Run 1, register map, names as in the netlist:
(4 px per um) Other sequential cells in the stronger gray, the rest of the logic in the fainter gray.
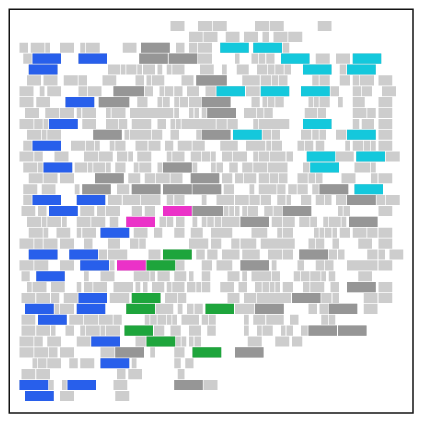
Run 1, placement density heat map:
(4 px per um) 10 x 10 tiles, from white (low) to dark blue (high), 0 to 100% covered.
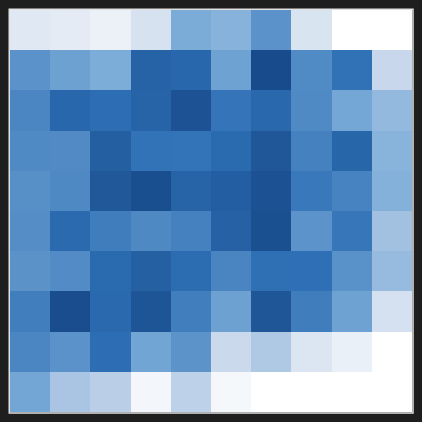
Run 1, signal wires by layer:
(4 px per um)
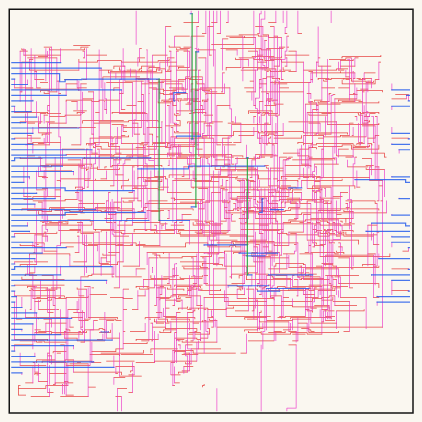
Run 1, the clock network:
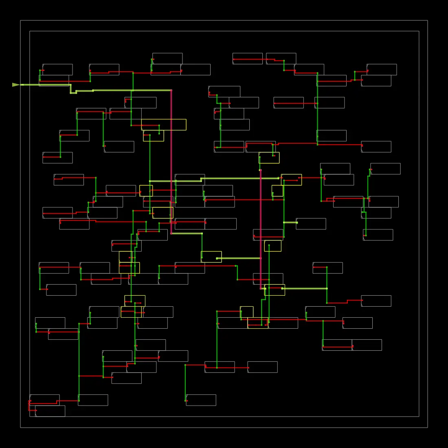
**config.mk**
```make
export PLATFORM = sky130hd
export DESIGN_NAME = vga_scan_timing_flat
export DESIGN_NICKNAME = d
export VERILOG_FILES = /design/src/rtl/gfx_timing_pkg.sv /design/src/rtl/vga_scan_timing_if.sv /design/src/rtl/sync_delay_line.sv /design/src/rtl/vga_scan_timing.sv /design/src/flat_wrapper.sv
export SDC_FILE = /design/constraint.sdc
export NUM_CORES = 1
export LEC_CHECK = 0
export CORE_MARGIN = 2
export CORE_UTILIZATION = 44
export DETAILED_ROUTE_END_ITERATION = 10
export PLACE_DENSITY = 0.76
export SLEW_MARGIN = 10
export SYNTH_ARGS = -nofsm -noshare
export SYNTH_HDL_FRONTEND = slang
export SYNTH_SLANG_ARGS = --single-unit
```
**constraint.sdc**
```tcl
create_clock -name i_clk -period 2.1 [get_ports i_clk]
set_input_delay 0.42 -clock i_clk [delete_from_list [all_inputs] [get_ports i_clk]]
set_output_delay 0.42 -clock i_clk [all_outputs]
set_load 0.01 [all_outputs]
```
**src/rtl/gfx_timing_pkg.sv**
```systemverilog
// gfx_timing_pkg
//   Shared definitions for the pixel-scan timing block:
//   - 800x600@60 timing constants and derived line/frame totals
//   - coordinate width used on the compositor bus
//   - rgb_t, one pixel as three 8-bit channels
package gfx_timing_pkg;

  localparam int COORD_W = 16;

  localparam int VGA_H_ACTIVE = 800;
  localparam int VGA_H_FP     = 40;
  localparam int VGA_H_SYNC   = 128;
  localparam int VGA_H_BP     = 88;
  localparam int VGA_V_ACTIVE = 600;
  localparam int VGA_V_FP     = 1;
  localparam int VGA_V_SYNC   = 4;
  localparam int VGA_V_BP     = 23;

  localparam int VGA_H_TOTAL = VGA_H_ACTIVE + VGA_H_FP + VGA_H_SYNC + VGA_H_BP;
  localparam int VGA_V_TOTAL = VGA_V_ACTIVE + VGA_V_FP + VGA_V_SYNC + VGA_V_BP;

  typedef struct packed {
    logic [7:0] red;
    logic [7:0] green;
    logic [7:0] blue;
  } rgb_t;

endpackage

```
**src/rtl/vga_scan_timing_if.sv**
```systemverilog
// vga_scan_timing_if
//   Compositor-side bus of the scan timing block.
//   o_x/o_y/o_frame  scan position and frame counter (timing -> compositor)
//   o_v_sync         one-cycle frame tick at the start of vertical blanking
//   o_refresh        one-cycle sprite-refresh tick
//   i_red/green/blue pixel colour returned by the compositor
//   Member names are seen from the timing generator (master) side.
interface vga_scan_timing_if;
  import gfx_timing_pkg::*;

  logic [COORD_W-1:0] o_x;
  logic [COORD_W-1:0] o_y;
  logic [COORD_W-1:0] o_frame;
  logic               o_v_sync;
  logic               o_refresh;
  logic [7:0]         i_red;
  logic [7:0]         i_green;
  logic [7:0]         i_blue;

  modport master (
    output o_x, o_y, o_frame, o_v_sync, o_refresh,
    input  i_red, i_green, i_blue
  );

  modport slave (
    input  o_x, o_y, o_frame, o_v_sync, o_refresh,
    output i_red, i_green, i_blue
  );

endinterface

```
**src/rtl/sync_delay_line.sv**
```systemverilog
// sync_delay_line
//   Strobe-enabled shift register with synchronous clear.
//   i_clk  clock            i_rst  synchronous active-high clear
//   i_en   shift enable     i_d    input word
//   o_q    word entered DEPTH enabled shifts earlier
module sync_delay_line #(
  parameter int DEPTH = 1,
  parameter int WIDTH = 3
) (
  input  logic             i_clk,
  input  logic             i_rst,
  input  logic             i_en,
  input  logic [WIDTH-1:0] i_d,
  output logic [WIDTH-1:0] o_q
);

  logic [DEPTH-1:0][WIDTH-1:0] r_stage;

  // Shift chain; stage 0 takes the new word, higher stages age by one strobe.
  always_ff @(posedge i_clk) begin
    if (i_rst) begin
      r_stage <= '0;
    end else if (i_en) begin
      for (int i = DEPTH - 1; i > 0; i--) begin
        r_stage[i] <= r_stage[i-1];
      end
      r_stage[0] <= i_d;
    end
  end

  assign o_q = r_stage[DEPTH-1];

endmodule

```
**src/rtl/vga_scan_timing.sv**
```systemverilog
// vga_scan_timing
//   Pixel-scan timing generator and VGA output stage.
//   i_clk, i_rst       clock, synchronous active-high reset
//   i_pix_stb          pixel clock enable
//   bus (master)       scan position, frame tick, refresh tick, returned RGB
//   o_hsync, o_vsync   VGA syncs, active level SYNC_POL
//   o_de               data enable aligned with o_vga_*
//   o_vga_*            RGB forced to zero outside the active area
module vga_scan_timing
  import gfx_timing_pkg::*;
#(
  parameter int   H_ACTIVE    = VGA_H_ACTIVE,
  parameter int   H_FP        = VGA_H_FP,
  parameter int   H_SYNC      = VGA_H_SYNC,
  parameter int   H_BP        = VGA_H_BP,
  parameter int   V_ACTIVE    = VGA_V_ACTIVE,
  parameter int   V_FP        = VGA_V_FP,
  parameter int   V_SYNC      = VGA_V_SYNC,
  parameter int   V_BP        = VGA_V_BP,
  parameter logic SYNC_POL    = 1'b1,
  parameter int   RGB_LAT     = 0,
  parameter int   REFRESH_DIV = 2
) (
  input  logic                i_clk,
  input  logic                i_rst,
  input  logic                i_pix_stb,
  vga_scan_timing_if.master   bus,
  output logic                o_hsync,
  output logic                o_vsync,
  output logic                o_de,
  output logic [7:0]          o_vga_red,
  output logic [7:0]          o_vga_green,
  output logic [7:0]          o_vga_blue
);

  localparam logic [COORD_W-1:0] H_LAST   = COORD_W'(H_ACTIVE + H_FP + H_SYNC + H_BP - 1);
  localparam logic [COORD_W-1:0] V_LAST   = COORD_W'(V_ACTIVE + V_FP + V_SYNC + V_BP - 1);
  localparam logic [COORD_W-1:0] H_ACT    = COORD_W'(H_ACTIVE);
  localparam logic [COORD_W-1:0] V_ACT    = COORD_W'(V_ACTIVE);
  localparam logic [COORD_W-1:0] V_PRE    = COORD_W'(V_ACTIVE - 1);
  localparam logic [COORD_W-1:0] HS_START = COORD_W'(H_ACTIVE + H_FP);
  localparam logic [COORD_W-1:0] HS_END   = COORD_W'(H_ACTIVE + H_FP + H_SYNC);
  localparam logic [COORD_W-1:0] VS_START = COORD_W'(V_ACTIVE + V_FP);
  localparam logic [COORD_W-1:0] VS_END   = COORD_W'(V_ACTIVE + V_FP + V_SYNC);
  localparam logic [7:0]         DIV_LAST = 8'(REFRESH_DIV - 1);

  logic [COORD_W-1:0] r_x, r_y, r_frame;
  logic               r_v_sync, r_refresh;
  logic [7:0]         r_div;
  rgb_t               r_rgb;

  logic w_x_last, w_y_last, w_vs_tick;
  logic w_de_raw, w_hs_raw, w_vs_raw;
  logic [2:0] w_dly;

  assign w_x_last  = (r_x == H_LAST);
  assign w_y_last  = (r_y == V_LAST);
  // Entering (0, V_ACTIVE) on this strobe marks the start of vertical blanking.
  assign w_vs_tick = i_pix_stb & w_x_last & (r_y == V_PRE);

  assign w_de_raw = (r_x < H_ACT) && (r_y < V_ACT);
  assign w_hs_raw = (r_x >= HS_START) && (r_x < HS_END);
  assign w_vs_raw = (r_y >= VS_START) && (r_y < VS_END);

  // Scan position and frame counter; line and frame wrap resolve in one update.
  always_ff @(posedge i_clk) begin
    if (i_rst) begin
      r_x     <= '0;
      r_y     <= '0;
      r_frame <= '0;
    end else if (i_pix_stb) begin
      if (w_x_last) begin
        r_x <= '0;
        if (w_y_last) begin
          r_y     <= '0;
          r_frame <= r_frame + 16'd1;
        end else begin
          r_y <= r_y + 16'd1;
        end
      end else begin
        r_x <= r_x + 16'd1;
      end
    end
  end

  // Frame and refresh ticks are rewritten every clock so they stay one clock wide
  // even when strobes are sparse.
  always_ff @(posedge i_clk) begin
    if (i_rst) begin
      r_v_sync  <= 1'b0;
      r_refresh <= 1'b0;
      r_div     <= 8'd0;
    end else begin
      r_v_sync  <= w_vs_tick;
      r_refresh <= w_vs_tick && (r_div == DIV_LAST);
      if (w_vs_tick) begin
        r_div <= (r_div == DIV_LAST) ? 8'd0 : r_div + 8'd1;
      end
    end
  end

  // Compositor colour is sampled once per strobe; the delay line supplies the
  // remaining RGB_LAT stages for the timing flags.
  always_ff @(posedge i_clk) begin
    if (i_rst) begin
      r_rgb <= '0;
    end else if (i_pix_stb) begin
      r_rgb <= rgb_t'({bus.i_red, bus.i_green, bus.i_blue});
    end
  end

  sync_delay_line #(
    .DEPTH (RGB_LAT + 1),
    .WIDTH (3)
  ) u_sync_delay (
    .i_clk (i_clk),
    .i_rst (i_rst),
    .i_en  (i_pix_stb),
    .i_d   ({w_de_raw, w_hs_raw, w_vs_raw}),
    .o_q   (w_dly)
  );

  // Output stage: polarity on syncs, blanking on all colour channels.
  always_comb begin
    o_de        = w_dly[2];
    o_hsync     = w_dly[1] ? SYNC_POL : ~SYNC_POL;
    o_vsync     = w_dly[0] ? SYNC_POL : ~SYNC_POL;
    o_vga_red   = 8'h00;
    o_vga_green = 8'h00;
    o_vga_blue  = 8'h00;
    if (w_dly[2]) begin
      o_vga_red   = r_rgb.red;
      o_vga_green = r_rgb.green;
      o_vga_blue  = r_rgb.blue;
    end else begin
      o_vga_red   = 8'h00;
      o_vga_green = 8'h00;
      o_vga_blue  = 8'h00;
    end
  end

  assign bus.o_x       = r_x;
  assign bus.o_y       = r_y;
  assign bus.o_frame   = r_frame;
  assign bus.o_v_sync  = r_v_sync;
  assign bus.o_refresh = r_refresh;

endmodule

```
**src/flat_wrapper.sv**
```systemverilog
// flat-port wrapper written by rule: the top's interface ports become plain ports
module vga_scan_timing_flat import gfx_timing_pkg::*;
#(
  parameter int   H_ACTIVE    = VGA_H_ACTIVE,
  parameter int   H_FP        = VGA_H_FP,
  parameter int   H_SYNC      = VGA_H_SYNC,
  parameter int   H_BP        = VGA_H_BP,
  parameter int   V_ACTIVE    = VGA_V_ACTIVE,
  parameter int   V_FP        = VGA_V_FP,
  parameter int   V_SYNC      = VGA_V_SYNC,
  parameter int   V_BP        = VGA_V_BP,
  parameter logic SYNC_POL    = 1'b1,
  parameter int   RGB_LAT     = 0,
  parameter int   REFRESH_DIV = 2
)
  (i_clk, i_rst, i_pix_stb, o_hsync, o_vsync, o_de, o_vga_red, o_vga_green, o_vga_blue, bus_o_x, bus_o_y, bus_o_frame, bus_o_v_sync, bus_o_refresh, bus_i_red, bus_i_green, bus_i_blue);
  vga_scan_timing_if bus_i ();
  input  logic i_clk;
  input  logic i_rst;
  input  logic i_pix_stb;
  output logic o_hsync;
  output logic o_vsync;
  output logic o_de;
  output logic [7:0] o_vga_red;
  output logic [7:0] o_vga_green;
  output logic [7:0] o_vga_blue;
  output wire logic [$bits(bus_i.o_x)-1:0] bus_o_x;
  output wire logic [$bits(bus_i.o_y)-1:0] bus_o_y;
  output wire logic [$bits(bus_i.o_frame)-1:0] bus_o_frame;
  output wire logic [$bits(bus_i.o_v_sync)-1:0] bus_o_v_sync;
  output wire logic [$bits(bus_i.o_refresh)-1:0] bus_o_refresh;
  input wire logic [$bits(bus_i.i_red)-1:0] bus_i_red;
  input wire logic [$bits(bus_i.i_green)-1:0] bus_i_green;
  input wire logic [$bits(bus_i.i_blue)-1:0] bus_i_blue;
  assign bus_o_x = bus_i.o_x;
  assign bus_o_y = bus_i.o_y;
  assign bus_o_frame = bus_i.o_frame;
  assign bus_o_v_sync = bus_i.o_v_sync;
  assign bus_o_refresh = bus_i.o_refresh;
  assign bus_i.i_red = bus_i_red;
  assign bus_i.i_green = bus_i_green;
  assign bus_i.i_blue = bus_i_blue;
  vga_scan_timing #(.H_ACTIVE(H_ACTIVE), .H_FP(H_FP), .H_SYNC(H_SYNC), .H_BP(H_BP), .V_ACTIVE(V_ACTIVE), .V_FP(V_FP), .V_SYNC(V_SYNC), .V_BP(V_BP), .SYNC_POL(SYNC_POL), .RGB_LAT(RGB_LAT), .REFRESH_DIV(REFRESH_DIV)) u_core (.i_clk(i_clk), .i_rst(i_rst), .i_pix_stb(i_pix_stb), .bus(bus_i), .o_hsync(o_hsync), .o_vsync(o_vsync), .o_de(o_de), .o_vga_red(o_vga_red), .o_vga_green(o_vga_green), .o_vga_blue(o_vga_blue));
endmodule
```
==> reports/summary.json, run 1 <==
{
  "reg2regPathDepth": {"value": 6},
  "drt_pass1_iterations": {"value": 4},
  "ios": {"value": 104},
  "dieArea": {"value": 10100, "unit": "sq um"},
  "synth_chip_area": {"value": 4100, "unit": "sq um"},
  "antenna_found_initial": {"value": 1},
  "worst_path_arrival": {"value": 2.29, "unit": "ns"},
  "finalHoldViolations": {"value": 0},
  "regToRegStartpoint": {"value": "u_core.bus.o_y[12]$_SDFFE_PP0P_"},
  "post-place-cells": {"value": 693},
  "min_path_type": {"value": "reg -> reg"},
  "drc": {"value": 0},
  "worst_path_max_fanout": {"value": 7},
  "synth-seq-area-share": {"value": 0.415},
  "post_route_cells_drive_above_1_share": {"value": 0.161},
  "max_cap_violations": {"value": 0},
  "max_slew_margin": {"value": 0.640},
  "regToRegEndpoint": {"value": "u_core.r_div[3]$_SDFFE_PP0P_"},
  "status": {"value": "finished, final reports clean"},
  "period_needed": {"value": 2.01, "unit": "ns"},
  "finalClockPeriodUsage": {"value": 0.957},
  "first_global_vias": {"value": 3682},
  "antenna_cells_inserted": {"value": 0},
  "wire_length_of_the_first_global_routing_pass": {"value": 17.2, "unit": "mm"},
  "vdd.ir_drop.worst": {"value": 0.437, "unit": "mV"},
  "hold-path-cell-count": {"value": 2},
  "syn_area": {"value": 4100, "unit": "sq um"},
  "synth-warning-count": {"value": 0},
  "netlist_top_cells_area": {"value": "sky130_fd_sc_hd__dfxtp_1 (41%), sky130_fd_sc_hd__mux2i_1 (6.6%), sky130_fd_sc_hd__nor2_1 (6.2%), sky130_fd_sc_hd__and2_1 (4.3%), sky130_fd_sc_hd__xnor2_1 (3.6%)"},
  "area_growth": {"value": 39.7, "unit": "%"}
}
Back to the opening pictures, 'register map, names as in the netlist':
signal	color	sequential cells
u_core.bus.o_frame	cyan	16
u_core.r_div	green	8
u_core.r_rgb	blue	24
u_core.u_sync_delay.o_q	magenta	3
not colored	34
sequential share of cell area: 0.298
Layout Utilization: 0.626
flip-flop and latch area: 1710 sq um
sequential power: 1.66 mW

Back to the opening pictures, 'placement density heat map':
mean over tiles	55%
fullest tile	89%
densest ninth of the die	middle
tiles over 75% full	28%
emptiest ninth of the die	bottom right
nearly empty tiles	7.0%
Std-Cell Core Area: 9150 sq um
Core Util at FP: 0.448

Back to the opening pictures, 'signal wires by layer':
layer	color	wire length
M2	magenta	4740 um
M4	green	135 um
M3	blue	906 um
M1	red	4510 um
Routed WL per cell: 14.5 um
Detailed Route WL: 10.3 mm
total via count in the routed design: 3748
overall routing resource usage: 0.211

Back to the opening pictures, 'the clock network':
total number of clock tree sinks: 85
count of flip-flops and latches: 85
clock tree buffer count of the final layout: 10
power drawn by the clock network: 1.25 mW
number of clock buffers inserted by TritonCTS: 9

## run 1: what timing repair did
action                                  4_1_cts  5_1_grt
endpoints found under the setup margin        0       32
gates resized                                 0        9
buffers inserted                              0        3
hold endpoints to repair                      0        0
## run 1: stage by stage
step / total power, mW / area (sq um) / setup slack, ns
after floorplan: 1.81 / 4110 / 0.00206
after global placement: 1.92 / 5470 / 0.0343
after detailed placement: 1.93 / 5470 / -0.0416
after CTS: 3.17 / 5680 / 0.0147
after global routing: 3.27 / 5730 / 0.00426
final: 3.14 / 5730 / 0.0906
## run 1: final cells by class
type                       count  share of cell area
clock inverter                 6              0.0131
clock buffer                  10              0.0240
tap                          111              0.0242
multi-input combinational    343               0.398
sequential                    85               0.298
inverter                      10             0.00655
timing repair buffer         147               0.237
## run 1: state kept, by name (all words and copies together), names as in the netlist
name                     cells
u_core.bus.o_v_sync          1
u_core.r_div                 8
u_core.bus.o_refresh         1
u_core.r_rgb                24
u_core.u_sync_delay.o_q      3
u_core.bus.o_frame          16
u_core.bus.o_x              16
u_core.bus.o_y              16
## run 1: kinds of logic after synthesis
logic type | share of synthesized area
AND-OR/OR-AND | 0.0762
XOR/XNOR | 0.0662
adder cells (fa/ha/maj) | 0.0213
buffers and inverters | 0.0345
AND/OR/NAND/NOR | 0.318
multiplexers | 0.0686
flip-flops | 0.415
## run 1: worst max-delay path by stage
stage | startpoint | endpoint | slack (ns) | depth (start not counted)
final | u_core.bus.o_y[12]$_SDFFE_PP0P_ | u_core.r_div[3]$_SDFFE_PP0P_ | 0.09 | 6
after global routing | u_core.bus.o_x[12]$_SDFFE_PP0P_ | u_core.bus.o_frame[8]$_SDFFE_PP0P_ | 0.004 | 5
after CTS | u_core.bus.o_y[15]$_SDFFE_PP0P_ | u_core.r_div[3]$_SDFFE_PP0P_ | 0.01 | 6
after detailed placement | i_pix_stb | u_core.bus.o_frame[8]$_SDFFE_PP0P_ | -0.04 | 6
after global placement | i_pix_stb | u_core.bus.o_frame[8]$_SDFFE_PP0P_ | 0.03 | 6
after floorplan | u_core.bus.o_x[1]$_SDFFE_PP0P_ | u_core.bus.o_frame[10]$_SDFFE_PP0P_ | 0.002 | 6
## run 1: power breakdown
group / switching, mW / internal [mW]
clock network: 0.642 / 0.604
logic: 0.108 / 0.130
registers: 0.0154 / 1.64
total: 0.765 / 2.38
## run 1: worst max-delay path, cell delays in order (launching register included)
cell and delay, ns:
sky130_fd_sc_hd__dfxtp_1 0.38, sky130_fd_sc_hd__nor4_4 0.37, sky130_fd_sc_hd__buf_4 0.20, sky130_fd_sc_hd__nand4_2 0.08, sky130_fd_sc_hd__or3_4 0.44, sky130_fd_sc_hd__or3_1 0.35
sky130_fd_sc_hd__a21oi_1 0.13
## run 1: routing by layer
layer	part of all wire	vias to the layer above	global-route usage
li1	-	1871	-
met1	0.44	1751	0.255
met2	0.46	116	0.345
met3	0.088	10	0.0804
met4	0.013	0	0.0706
met5	0	-	0
==> run 2: changes to the inputs <==
- CORE_UTILIZATION: 44 -> 53
- PLACE_DENSITY: 0.76 -> 0.85
- SKIP_CTS_REPAIR_TIMING: unset -> 1
- clock period: 2.1 -> 2.4 ns (I/O delays scaled with it)
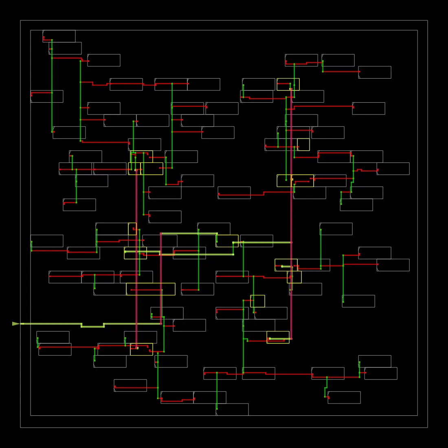
Run 2: the clock network
Layout Skew: 0.0112 ns
power drawn by the clock network: 1.02 mW
insertion delay to the later sink of the worst-skew pair: 0.36 ns
clock tree buffer count of the final layout: 9

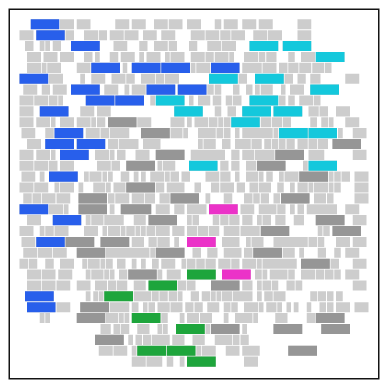
Run 2: register map, names as in the netlist
(4 px per um) Other sequential cells in the stronger gray, the rest of the logic in the fainter gray.
signal	color	sequential cells
u_core.bus.o_frame	cyan	16
u_core.r_div	green	8
u_core.u_sync_delay.o_q	magenta	3
u_core.r_rgb	blue	24
not colored	34
sequential share of cell area: 0.311
sequential power: 1.45 mW
Layout Utilization: 0.720
flip-flop and latch area: 1700 sq um

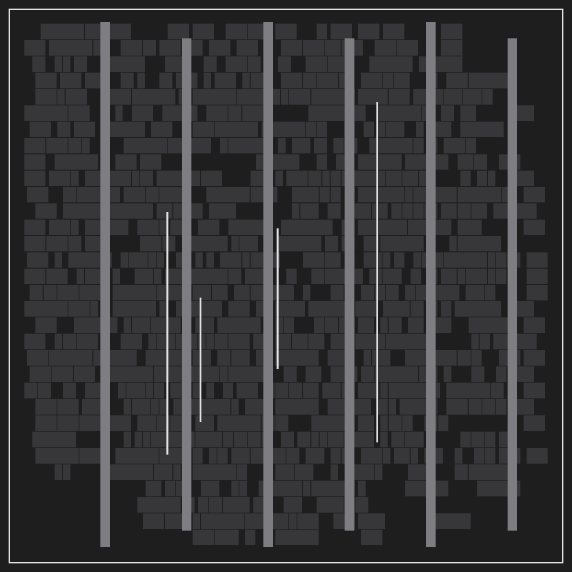
Run 2: M4 wires
(6 px per um) Supply wires on this layer in gray. Cells faint in the background.
main direction	vertical
share of all routed wire	1.4%
longest straight run	56.4 um
wire length on this layer	140 um
total via count in the routed design: 3636
Detailed Route WL: 9.94 mm

==> reports/summary.json, run 2 <==
{
  "syn_area": {"value": 4100, "unit": "sq um", "change": "unchanged"},
  "worst_path_max_fanout": {"value": 6, "change": "was 7"},
  "met2WireLength": {"value": 4.79, "unit": "mm", "change": "was 4.74 mm"},
  "finalHoldViolations": {"value": 0, "change": "unchanged"},
  "overall_routing_resource_usage": {"value": 0.243, "change": "was 0.211"},
  "slowest_stage": {"value": "sky130_fd_sc_hd__or4_4", "change": "was sky130_fd_sc_hd__or3_4"},
  "wl_met3": {"value": 640, "unit": "um", "change": "was 906 um"},
  "synth-seq-area-share": {"value": 0.415, "change": "unchanged"},
  "synth_chip_area": {"value": 4100, "unit": "sq um", "change": "unchanged"},
  "top_metal_layer_carrying_routed_signals": {"value": "met4", "change": "unchanged"},
  "worst_path_arrival": {"value": 2.58, "unit": "ns", "change": "was 2.29 ns"},
  "antenna_cells_inserted": {"value": 0, "change": "unchanged"},
  "met1_length": {"value": 4.37, "unit": "mm", "change": "was 4.51 mm"},
  "coreArea": {"value": 7610, "unit": "sq um", "change": "was 9150 sq um"},
  "post_route_cells_drive_above_1_share": {"value": 0.108, "change": "was 0.161"},
  "dieArea": {"value": 8460, "unit": "sq um", "change": "was 10100 sq um"},
  "regToRegStartpoint": {"value": "u_core.bus.o_x[0]$_SDFFE_PP0P_", "change": "was u_core.bus.o_y[12]$_SDFFE_PP0P_"},
  "max_cap_violations": {"value": 0, "change": "unchanged"},
  "status": {"value": "finished, final reports clean", "change": "unchanged"},
  "cts_inserted_buffers": {"value": 9, "change": "unchanged"}
}
[run 2: cell count changes in the layout (fill, tap and decap cells not counted), moves of 2 or more]
| cell | delta |
|---|---|
| sky130_fd_sc_hd__buf_4 | -26 |
| sky130_fd_sc_hd__clkinv_4 | +3 |
| sky130_fd_sc_hd__dfxtp_1 | +3 |
| sky130_fd_sc_hd__dfxtp_2 | -3 |
| sky130_fd_sc_hd__inv_6 | -3 |
| sky130_fd_sc_hd__ha_1 | +2 |
| sky130_fd_sc_hd__ha_2 | -2 |
[run 2: power breakdown]
| part | total, mW | switching (mW) | internal (mW) |
|---|---|---|---|
| clock | 1.02 | 0.540 | 0.484 |
| sequential | 1.45 | 0.0162 | 1.44 |
| combinational | 0.199 | 0.0906 | 0.108 |
| total | 2.68 | 0.647 | 2.03 |
[run 2: final cells by class]
class | count | area [sq um] | share of cell area
tap | 102 | 128 | 0.0233
multi-input combinational | 343 | 2260 | 0.413
inverter | 10 | 37.5 | 0.00685
clock inverter | 7 | 76.3 | 0.0139
clock buffer | 9 | 124 | 0.0226
sequential | 85 | 1700 | 0.311
timing repair buffer | 120 | 1150 | 0.210
[run 2: layer usage]
layer  GRT usage  up-vias
met2       0.409      102
met1       0.304     1691
met3      0.0608       12
met5           0        -
met4      0.0821        0
li1            -     1831
[run 2: how the worst max path moves through the flow]
stage	slack [ns]	start	to	cells past startpoint
after global routing	0.006	u_core.bus.o_x[0]$_SDFFE_PP0P_	u_core.bus.o_frame[8]$_SDFFE_PP0P_	6
after CTS	0.11	u_core.bus.o_x[0]$_SDFFE_PP0P_	u_core.bus.o_frame[8]$_SDFFE_PP0P_	6
after floorplan	0.23	u_core.bus.o_x[0]$_SDFFE_PP0P_	u_core.bus.o_y[0]$_SDFFE_PP0P_	9
after detailed placement	0.16	u_core.bus.o_x[0]$_SDFFE_PP0P_	u_core.bus.o_frame[8]$_SDFFE_PP0P_	6
after global placement	0.26	i_pix_stb	u_core.bus.o_frame[14]$_SDFFE_PP0P_	6
final	0.11	u_core.bus.o_x[0]$_SDFFE_PP0P_	u_core.bus.o_frame[8]$_SDFFE_PP0P_	6
[run 2: logic make-up (layout without fill, tap and decap cells)]
logic type               count (synthesis)  in the layout  synth area share
AND-OR/OR-AND                           54             54            0.0762
XOR/XNOR                                31             31            0.0662
AND/OR/NAND/NOR                        223            223             0.318
buffers and inverters                   33            146            0.0345
adder cells (fa/ha/maj)                  7              7            0.0213
multiplexers                            28             28            0.0686
flip-flops                              85             85             0.415
[run 2: worst reg2reg max path: stages, from the launching register on]
cell	delay [ns]
sky130_fd_sc_hd__dfxtp_1	0.42
sky130_fd_sc_hd__ha_1	0.23
sky130_fd_sc_hd__and4bb_2	0.28
sky130_fd_sc_hd__nand3_2	0.14
sky130_fd_sc_hd__or4_4	0.61
sky130_fd_sc_hd__or3_1	0.40
sky130_fd_sc_hd__a21oi_1	0.17
Run 2, signal wires by layer:
(4 px per um)
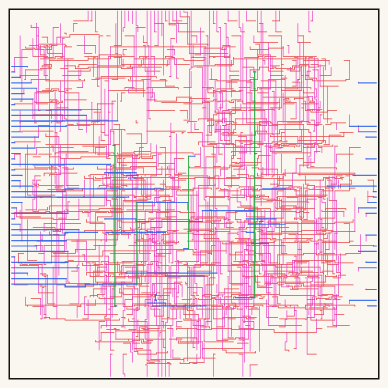

==> run 3: changes to the inputs <==
- CORE_UTILIZATION: 53 -> 49
- PLACE_DENSITY: 0.85 -> 0.8
- clock period: 2.4 -> 2.5 ns (I/O delays scaled with it)
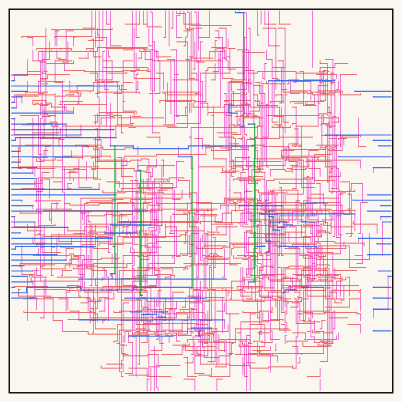
Run 3: signal wires by layer
(4 px per um)
layer	color	wire length
M4	green	188 um
M3	blue	889 um
M2	magenta	4680 um
M1	red	4310 um
overall routing resource usage: 0.227
total via count in the routed design: 3726
Routed WL per cell: 15.0 um
Detailed Route WL: 10.1 mm

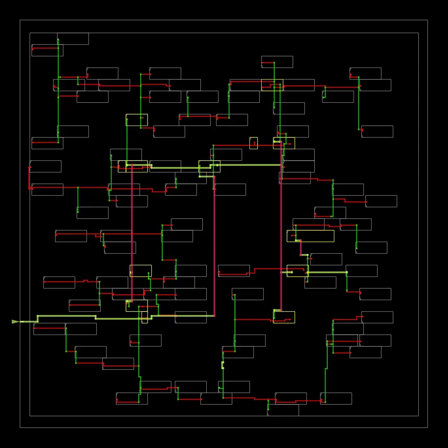
Run 3: the clock network
Layout Skew: 0.0108 ns
insertion delay to the later sink of the worst-skew pair: 0.34 ns
clock tree buffer count of the final layout: 10
power drawn by the clock network: 894 uW

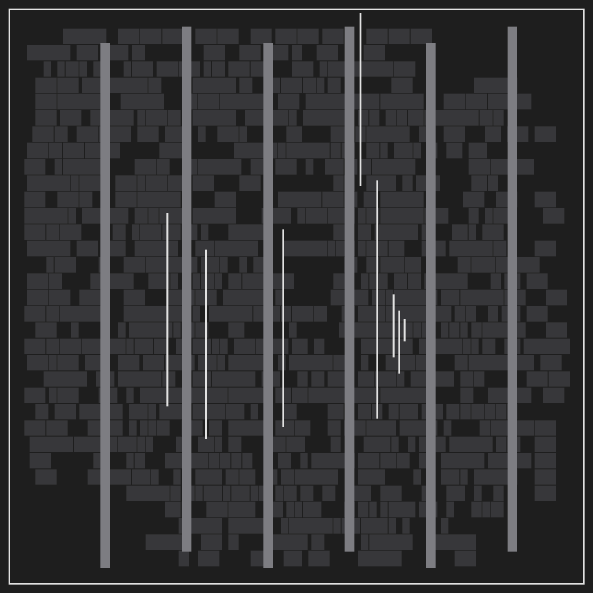
Run 3: M4 wires
(6 px per um) Supply wires on this layer in gray. Cells faint in the background.
nets with wire on the layer	7
share of all routed wire	1.9%
main direction	vertical
longest straight run	39.4 um

==> reports/summary.json, run 3 <==
{
  "combinationalPowerShare": {"value": 0.076, "change": "was 0.074"},
  "wire_length_of_the_first_global_routing_pass": {"value": 16.4, "unit": "mm", "change": "was 16.8 mm"},
  "antenna_found_initial": {"value": 0, "change": "unchanged"},
  "worstSetupEndpoint": {"value": "u_core.bus.o_frame[8]$_SDFFE_PP0P_", "change": "unchanged"},
  "sequential_fraction_of_design_power": {"value": 0.563, "change": "was 0.543"},
  "synth_chip_area": {"value": 4100, "unit": "sq um", "change": "unchanged"},
  "netlist_top_cells_area": {"value": "sky130_fd_sc_hd__dfxtp_1 (41%), sky130_fd_sc_hd__mux2i_1 (6.6%), sky130_fd_sc_hd__nor2_1 (6.2%), sky130_fd_sc_hd__and2_1 (4.3%), sky130_fd_sc_hd__xnor2_1 (3.6%)", "change": "unchanged"},
  "finalHoldViolations": {"value": 0, "change": "unchanged"},
  "synth-seq-area-share": {"value": 0.415, "change": "unchanged"},
  "ios": {"value": 104, "change": "unchanged"},
  "min_path_type": {"value": "reg -> reg", "change": "unchanged"},
  "worst_path_max_fanout": {"value": 6, "change": "unchanged"},
  "area_growth": {"value": 32.2, "unit": "%", "change": "was 33.6%"},
  "netSwitchingFraction": {"value": 0.223, "change": "was 0.242"},
  "intPower": {"value": 1.93, "unit": "mW", "change": "was 2.03 mW"},
  "coreArea": {"value": 8180, "unit": "sq um", "change": "was 7610 sq um"},
  "regToRegEndpoint": {"value": "u_core.bus.o_frame[8]$_SDFFE_PP0P_", "change": "unchanged"},
  "drt_pass1_iterations": {"value": 6, "change": "was 4"},
  "timing.critical_path.from": {"value": "u_core.bus.o_x[1]$_SDFFE_PP0P_", "change": "was u_core.bus.o_x[0]$_SDFFE_PP0P_"},
  "worst_path_arrival": {"value": 2.57, "unit": "ns", "change": "was 2.58 ns"},
  "largest_register_ffs": {"value": 24, "change": "unchanged"},
  "cts_num_sinks": {"value": 85, "change": "unchanged"},
  "reg2regPathDepth": {"value": 6, "change": "unchanged"},
  "vdd.ir_drop.worst": {"value": 0.296, "unit": "mV", "change": "was 0.428 mV"},
  "timing.final.ws_setup": {"value": 0.202, "unit": "ns", "change": "was 0.107 ns"},
  "status": {"value": "finished, final reports clean", "change": "unchanged"},
  "drc": {"value": 0, "change": "unchanged"},
  "max_slew_margin": {"value": 0.677, "change": "was 0.711"}
}
## run 3: cell counts after synthesis
No cell type changed its count.
## run 3: worst min path at each step
stage / start / to / slack (ns) / cells after the start
final: u_core.u_sync_delay.o_q[0]$_SDFFE_PP0P_ / u_core.u_sync_delay.o_q[0]$_SDFFE_PP0P_ / 0.49 / 2
after global routing: u_core.r_rgb[9]$_SDFFE_PP0P_ / u_core.r_rgb[9]$_SDFFE_PP0P_ / 0.51 / 2
after CTS: u_core.u_sync_delay.o_q[0]$_SDFFE_PP0P_ / u_core.u_sync_delay.o_q[0]$_SDFFE_PP0P_ / 0.50 / 2
after detailed placement: u_core.r_rgb[20]$_SDFFE_PP0P_ / u_core.r_rgb[20]$_SDFFE_PP0P_ / 0.48 / 2
after global placement: u_core.r_rgb[22]$_SDFFE_PP0P_ / u_core.r_rgb[22]$_SDFFE_PP0P_ / 0.46 / 2
after floorplan: u_core.r_rgb[10]$_SDFFE_PP0P_ / u_core.r_rgb[10]$_SDFFE_PP0P_ / 0.45 / 2
## run 3: worst max-delay path, cell delays in order (launching register included)
cell and delay (ns):
sky130_fd_sc_hd__dfxtp_1 0.42, sky130_fd_sc_hd__ha_1 0.25, sky130_fd_sc_hd__and4bb_2 0.27, sky130_fd_sc_hd__nand3_2 0.14
sky130_fd_sc_hd__or4_4 0.60, sky130_fd_sc_hd__or3_1 0.37, sky130_fd_sc_hd__a21oi_1 0.16
## run 3: cells by family (layout without fill, tap and decap cells)
family,count (synthesis),in the layout,share of synthesized area
flip-flops,85,85,0.415
adder cells (fa/ha/maj),7,7,0.0213
AND-OR/OR-AND,54,54,0.0762
buffers and inverters,33,140,0.0345
XOR/XNOR,31,31,0.0662
multiplexers,28,28,0.0686
AND/OR/NAND/NOR,223,223,0.318
## run 3: through the flow
step                      hold WS (ns)  power, mW  instance area (sq um)  utilization
final                            0.488       2.48                   5420        0.663
after global routing             0.513       2.56                   5420        0.663
after CTS                        0.496       2.49                   5420        0.663
after detailed placement         0.477       1.62                   5260        0.643
after global placement           0.464       1.61                   5260        0.643
after floorplan                  0.452       1.52                   4100            -
## run 3: final cells by class
cell class	count	area, sq um	share of cell area
clock inverters	3	40.0	0.00738
repair buffers	117	1130	0.208
multi-input cells	343	2260	0.417
clock buffers	10	128	0.0235
inverters	10	37.5	0.00692
well taps	105	131	0.0242
flip-flops and latches	85	1700	0.314
## run 3: per-layer routing
metal	vias up	track usage	share of wire
li1	1821	-	-
met1	1748	0.288	0.43
met2	138	0.366	0.46
met3	19	0.0640	0.088
met4	0	0.0869	0.019
met5	-	0	0
## run 3: power groups by stage
stage	registers (mW)	logic (mW)	clock network, mW
2_1_floorplan	1.43	0.0951	0
3_3_place_gp	1.42	0.188	0
3_5_place_dp	1.43	0.189	0
4_1_cts	1.39	0.190	0.908
5_1_grt	1.40	0.207	0.958
6_report	1.40	0.188	0.894
Power and IR drop assume default switching activity.
